==> src/rtl/kgp_pc_pkg.sv <==
// kgp_pc_pkg: shared types and constants for the next-address generator.
//   br_type_e : decoded branch kind presented by the instruction decoder
//   state_e   : next_addr_gen control state (RUN / STALL / HALT)
//   ADDR_INC  : sequential PC increment in bytes
package kgp_pc_pkg;

   typedef enum logic [2:0] {
      BR_NONE = 3'd0,
      BR_B    = 3'd1,
      BR_BZ   = 3'd2,
      BR_BNZ  = 3'd3,
      BR_BCY  = 3'd4,
      BR_BNCY = 3'd5,
      BR_BLTZ = 3'd6,
      BR_BR   = 3'd7
   } br_type_e;

   typedef enum logic [1:0] {
      ST_RUN   = 2'd0,
      ST_STALL = 2'd1,
      ST_HALT  = 2'd2
   } state_e;

   localparam int unsigned ADDR_INC = 32'd4;

endpackage : kgp_pc_pkg

==> src/rtl/br_cond_eval.sv <==
// br_cond_eval: purely combinational branch-condition evaluator.
// Ports:
//   br_type  in  3  branch kind (kgp_pc_pkg::br_type_e encoding)
//   flag_z   in  1  ALU zero flag
//   flag_c   in  1  ALU carry flag
//   flag_n   in  1  ALU negative flag
//   taken    out 1  condition of this branch kind is satisfied
module br_cond_eval
   import kgp_pc_pkg::*;
(
   input  logic [2:0] br_type,
   input  logic       flag_z,
   input  logic       flag_c,
   input  logic       flag_n,
   output logic       taken
);

   // Map branch kind and flags onto the taken decision.
   always_comb begin
      taken = 1'b0;
      case (br_type_e'(br_type))
         BR_NONE: taken = 1'b0;
         BR_B:    taken = 1'b1;
         BR_BZ:   taken = flag_z;
         BR_BNZ:  taken = ~flag_z;
         BR_BCY:  taken = flag_c;
         BR_BNCY: taken = ~flag_c;
         BR_BLTZ: taken = flag_n;
         BR_BR:   taken = 1'b1;
         default: taken = 1'b0;
      endcase
   end

endmodule : br_cond_eval

==> src/rtl/next_addr_gen.sv <==
// next_addr_gen: computes the address the program counter loads on the next
// edge (sequential, PC-relative branch or register branch), holds the PC on
// stall while remembering a branch that arrived during the stall, freezes the
// PC in HALT until reset, and strobes the link register for bl.
// Ports:
//   clk, rst        clock; synchronous active-high reset
//   instr_addr      current PC
//   br_valid/br_type/br_link/br_imm/rs_val   decoded branch controls
//   flag_z/flag_c/flag_n                     ALU flags
//   stall, halt_req                          pipeline hold / halt request
//   next_addr       address for the PC register (combinational)
//   link_addr, link_we                       link-register write port
//   halted          high in HALT
//   misalign_err    sticky: a redirect target had addr[1:0] != 0
//   br_taken_cnt    saturating count of redirects
module next_addr_gen
   import kgp_pc_pkg::*;
#(
   parameter int unsigned        ADDR_W     = 32,
   parameter int unsigned        IMM_W      = 26,
   parameter logic [ADDR_W-1:0]  RESET_ADDR = {ADDR_W{1'b0}}
)
(
   input  logic              clk,
   input  logic              rst,
   input  logic [ADDR_W-1:0] instr_addr,
   input  logic              br_valid,
   input  logic [2:0]        br_type,
   input  logic              br_link,
   input  logic [IMM_W-1:0]  br_imm,
   input  logic [ADDR_W-1:0] rs_val,
   input  logic              flag_z,
   input  logic              flag_c,
   input  logic              flag_n,
   input  logic              stall,
   input  logic              halt_req,
   output logic [ADDR_W-1:0] next_addr,
   output logic [ADDR_W-1:0] link_addr,
   output logic              link_we,
   output logic              halted,
   output logic              misalign_err,
   output logic [15:0]       br_taken_cnt
);

   state_e            state_q, state_d;
   logic              pend_valid_q, pend_valid_d;
   logic [ADDR_W-1:0] pend_target_q, pend_target_d;
   logic              pend_link_q, pend_link_d;
   logic [ADDR_W-1:0] pend_link_addr_q, pend_link_addr_d;
   logic              misalign_q, misalign_d;
   logic [15:0]       cnt_q, cnt_d;

   logic              cond_taken_s;
   logic              taken_s;
   logic [ADDR_W-1:0] seq_addr_s;
   logic [ADDR_W-1:0] imm_off_s;
   logic [ADDR_W-1:0] br_target_s;

   logic              redirect_s;
   logic [ADDR_W-1:0] redir_target_s;
   logic              redir_link_s;
   logic [ADDR_W-1:0] redir_link_addr_s;
   logic [ADDR_W-1:0] next_addr_s;
   logic              link_we_s;
   logic [ADDR_W-1:0] link_addr_s;

   br_cond_eval u_cond (
      .br_type (br_type),
      .flag_z  (flag_z),
      .flag_c  (flag_c),
      .flag_n  (flag_n),
      .taken   (cond_taken_s)
   );

   assign taken_s    = br_valid & cond_taken_s;
   assign seq_addr_s = instr_addr + ADDR_W'(ADDR_INC);
   // Sign-extend the word offset, then scale to bytes; bits shifted out are
   // intentionally lost because address arithmetic wraps.
   assign imm_off_s  = {{(ADDR_W-IMM_W){br_imm[IMM_W-1]}}, br_imm} << 2;
   assign br_target_s = (br_type == BR_BR) ? rs_val : (instr_addr + imm_off_s);

   // Next-state, pending-branch, counter and next_addr/link selection.
   always_comb begin
      state_d           = state_q;
      pend_valid_d      = pend_valid_q;
      pend_target_d     = pend_target_q;
      pend_link_d       = pend_link_q;
      pend_link_addr_d  = pend_link_addr_q;
      misalign_d        = misalign_q;
      cnt_d             = cnt_q;
      redirect_s        = 1'b0;
      redir_target_s    = br_target_s;
      redir_link_s      = br_link;
      redir_link_addr_s = seq_addr_s;
      next_addr_s       = instr_addr;
      link_we_s         = 1'b0;
      link_addr_s       = seq_addr_s;

      case (state_q)
         ST_RUN, ST_STALL: begin
            if (stall) begin
               next_addr_s = instr_addr;
               state_d     = ST_STALL;
               // Latest taken branch seen while stalled wins.
               if (taken_s) begin
                  pend_valid_d     = 1'b1;
                  pend_target_d    = br_target_s;
                  pend_link_d      = br_link;
                  pend_link_addr_d = seq_addr_s;
               end else begin
                  pend_valid_d     = pend_valid_q;
               end
            end else if (halt_req) begin
               next_addr_s  = instr_addr;
               state_d      = ST_HALT;
               pend_valid_d = 1'b0;
            end else if (pend_valid_q) begin
               // Release a branch that was captured during the stall.
               state_d           = ST_RUN;
               pend_valid_d      = 1'b0;
               redirect_s        = 1'b1;
               redir_target_s    = pend_target_q;
               redir_link_s      = pend_link_q;
               redir_link_addr_s = pend_link_addr_q;
            end else if (taken_s) begin
               state_d    = ST_RUN;
               redirect_s = 1'b1;
            end else begin
               state_d     = ST_RUN;
               next_addr_s = seq_addr_s;
            end
         end
         ST_HALT: begin
            next_addr_s = instr_addr;
            state_d     = ST_HALT;
         end
         default: begin
            next_addr_s  = instr_addr;
            state_d      = ST_RUN;
            pend_valid_d = 1'b0;
         end
      endcase

      if (redirect_s) begin
         next_addr_s = redir_target_s;
         link_we_s   = redir_link_s;
         link_addr_s = redir_link_addr_s;
         if (cnt_q != 16'hFFFF) begin
            cnt_d = cnt_q + 16'd1;
         end else begin
            cnt_d = cnt_q;
         end
         // A misaligned target is still taken, then the core halts.
         if (redir_target_s[1:0] != 2'b00) begin
            misalign_d = 1'b1;
            state_d    = ST_HALT;
         end else begin
            misalign_d = misalign_q;
         end
      end else begin
         link_we_s = 1'b0;
      end

      if (rst) begin
         next_addr_s = RESET_ADDR;
         link_we_s   = 1'b0;
      end else begin
         link_we_s   = link_we_s;
      end
   end

   // State, pending-branch and status registers with synchronous reset.
   always_ff @(posedge clk) begin
      if (rst) begin
         state_q          <= ST_RUN;
         pend_valid_q     <= 1'b0;
         pend_target_q    <= {ADDR_W{1'b0}};
         pend_link_q      <= 1'b0;
         pend_link_addr_q <= {ADDR_W{1'b0}};
         misalign_q       <= 1'b0;
         cnt_q            <= 16'd0;
      end else begin
         state_q          <= state_d;
         pend_valid_q     <= pend_valid_d;
         pend_target_q    <= pend_target_d;
         pend_link_q      <= pend_link_d;
         pend_link_addr_q <= pend_link_addr_d;
         misalign_q       <= misalign_d;
         cnt_q            <= cnt_d;
      end
   end

   assign next_addr    = next_addr_s;
   assign link_addr    = link_addr_s;
   assign link_we      = link_we_s;
   assign halted       = (state_q == ST_HALT);
   assign misalign_err = misalign_q;
   assign br_taken_cnt = cnt_q;

endmodule : next_addr_gen

==> config.mk <==
export PLATFORM = sky130hd
export DESIGN_NAME = next_addr_gen
export DESIGN_NICKNAME = d
export VERILOG_FILES = /design/src/rtl/kgp_pc_pkg.sv /design/src/rtl/br_cond_eval.sv /design/src/rtl/next_addr_gen.sv
export SDC_FILE = /design/constraint.sdc
export NUM_CORES = 1
export LEC_CHECK = 0
export CAP_MARGIN = 10
export CORE_MARGIN = 1.5
export CORE_UTILIZATION = 35
export CTS_BUF_LIST = sky130_fd_sc_hd__clkbuf_4 sky130_fd_sc_hd__clkbuf_8 sky130_fd_sc_hd__clkbuf_16
export CTS_CLUSTER_DIAMETER = 50
export CTS_CLUSTER_SIZE = 12
export DETAILED_ROUTE_END_ITERATION = 10
export GPL_ROUTABILITY_DRIVEN = 0
export SYNTH_ARGS = -nofsm -noshare
export SYNTH_HDL_FRONTEND = slang
export SYNTH_SLANG_ARGS = --single-unit
==> constraint.sdc <==
create_clock -name clk -period 3.5 [get_ports clk]
set_input_delay 0.7 -clock clk [delete_from_list [all_inputs] [get_ports clk]]
set_output_delay 0.7 -clock clk [all_outputs]
set_load 0.01 [all_outputs]
==> out/results.ini <==
[sta]
maxSlewViolCount = 0
hold_viol_final = 0
fmax_mhz = 254.1
rsz0062_at_grt = yes
finalSetupViolCount = 20
holdWs_ns = 0.4562
finalCritPeriodShare_pct = 112.4
finalCriticalPeriod_ns = 3.935
worst_pin_slew_ns = 0.5768
setup_slack_ns = -0.4354
skew_ns = 0.008070

[global_route]
grt_pass1_vias = 8214
grt.overflow.total = 0
grt_pass1_wl_mm = 43.75
antenna_found_initial = 1

[synth]
ys_types = 72
synthXorXnorAreaFrac_pct = 8.606
synth_area_leader_cell = dfxtp_1
ys.flop_type = dfxtp_1
synthCells = 951
synthTopLogicFamily = AND-OR/OR-AND gates
synth_area_um2 = 6920
fa_ha_area_share_pct = 5.894
synth.top_cells.by_count = nor2_1, a21oi_1, dfxtp_1
synth_warnings = 0
async_flop_share_pct = 0
simple_gate_share_pct = 24.05
synth-edff-count = 0
ys_ff = 85
postSynthSeqShare_pct = 24.59
synth_top_cell_by_count = nor2_1
synth.area.top_cells = dfxtp_1, nor2_1, a21oi_1
yosys_area_um2 = 6920
yosys_cells = 951

[die]
io_pins = 185
core_um2 = 19400
fp_util_pct = 35.67
die_x_um = 143.6

[clock_network]
cts_max_level = 3
cts_tree = done
clockRootBuffer = clkbuf_16
path_clk_slew_ns = 0.06
hold_buffers = 0
clock_sinks = 85

[placement]
portBuffers = 184
place_inst = 1559
dpl.hpwl_mm = 21.08

[power]
p_clk_share_pct = 27.5
seq_power_share_pct = 28.1
power.internal_mw = 2.476
power_switching_mw = 1.269
pwr-share-comb_pct = 44.4
total_power_mw = 3.745
ir_worst_vdd_uv = 214.5

[worst_setup_path]
cp.arrival_ns = 3.24
critPathRequiredTime_ns = 2.80
critPathLaunchType = input port

[detailed_routing]
drt_iter0_drc = 886
antenna_left = 0
drc = 0
drt-pass1-iter-count = 6

[layout]
instances_no_fill = 1631
final_core_util_pct = 63.24
drive_gt1_share_pct = 38.17
comb_area_um2 = 5892
nFillCells = 1719
nets = 1494

[run_status]
violations = negative setup slack
status = finished with violations

[job]
log.warning_count = 29

-- worst max-delay path, stage by stage --
cell	delay, ns
buf_6	0.10
ha_4	0.24
a21oi_4	0.21
o211ai_4	0.13
buf_6	0.13
a31oi_4	0.18
o221ai_2	0.17
a221oi_2	0.31
buf_4	0.17
nor2_2	0.03
o41a_1	0.43
a221oi_2	0.23
buf_2	0.18
-- placed cells by master (no fill, tap or decap), types with 10 or more instances in the layout --
cell type	n
o21ai_0	26
buf_4	247
xor2_1	26
nor3_1	21
clkdlybuf4s50_1	86
nor2_1	157
nand2_1	63
nand3_1	24
clkbuf_2	10
inv_1	21
buf_6	35
ha_4	20
ha_1	10
a211oi_1	47
clkbuf_16	10
dlygate4sd2_1	23
a21oi_2	22
buf_2	34
xnor2_1	25
nand4_1	14
a21o_1	11
a21oi_1	73
dfxtp_1	85
-- area by class of cell --
| type | count | area share (%) |
|---|---|---|
| diodes | 1 | 0.02040 |
| multi-input cells | 777 | 48.03 |
| repair buffers | 464 | 32.18 |
| flip-flops and latches | 85 | 13.87 |
| inverters | 23 | 0.7038 |
| clock buffers | 11 | 2.009 |
| well taps | 265 | 2.703 |
| clock inverters | 5 | 0.4794 |
-- routing by layer --
layer	up-vias	global-route usage [%]	part of all wire, %
li1	4282	-	-
met1	4215	37.62	44
met2	402	44.26	47
met3	56	3.799	7.7
met4	0	8.700	2.2
met5	-	0	0
-- power groups by stage --
| stage | Clock, mW | Combinational, mW | Sequential [mW] |
|---|---|---|---|
| 2_1_floorplan | 0 | 0.619 | 1.07 |
| 3_3_place_gp | 0 | 1.32 | 1.07 |
| 3_5_place_dp | 0 | 1.33 | 1.07 |
| 4_1_cts | 1.04 | 1.51 | 1.05 |
| 5_1_grt | 1.07 | 1.77 | 1.06 |
| 6_report | 1.03 | 1.66 | 1.05 |
-- timing repair --
| action | in CTS | in global routing |
|---|---|---|
| buffers inserted | 43 | 16 |
| cloned | 0 | 1 |
| pin swaps | 96 | 57 |
| setup endpoints to repair | 61 | 51 |
| gates resized | 384 | 109 |
-- final timing paths --
path / from / to / slack [ns] / cells past startpoint
max: br_imm[1] / next_addr[27] / -0.44 / 13
min reg2reg: pend_link_addr_q[3] / pend_link_addr_q[3] / 0.46 / 2
max reg2reg: br_taken_cnt[3] / br_taken_cnt[6] / 1.10 / 9
min: pend_link_addr_q[3] / pend_link_addr_q[3] / 0.46 / 2
-- through the flow --
| step | instance area (um2) | TNS (ns) | setup slack [ns] |
|---|---|---|---|
| floorplan | 6990 | -0.1062 | -0.06078 |
| global route | 12270 | -6.339 | -0.5165 |
| detailed placement | 10690 | -45.15 | -1.380 |
| CTS | 11800 | -3.678 | -0.3869 |
| finish | 12270 | -5.189 | -0.4354 |
| global placement | 10690 | -43.78 | -1.358 |
-- sequential cells by signal, summed over array words and instances, names as in the netlist --
name / count
pend_valid_q: 1
misalign_err: 1
pend_link_q: 1
br_taken_cnt: 16
pend_link_addr_q: 32
pend_target_q: 32
state_q: 2
### M4 wires

Supply wires on this layer in gray.
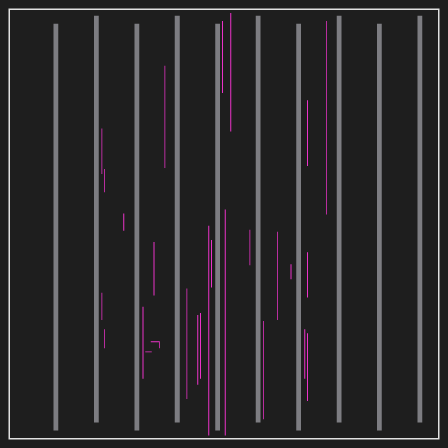
longest straight run = 75.5 um
nets with wire on the layer = 23
main direction = vertical
WL final: 29.50 mm
via count: 8955

### Signal wires by layer

Two of the layers only.
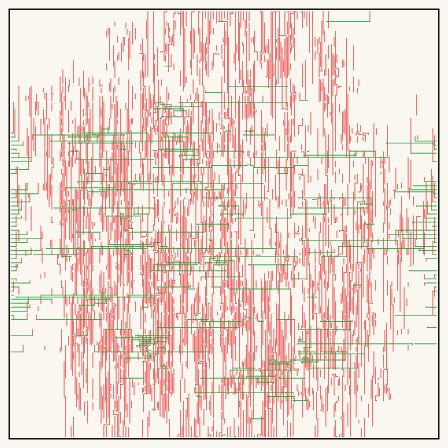
metal 3 -> green  # wire length 2260 um
metal 2 -> red  # wire length 13800 um

Power and IR drop assume default switching activity.
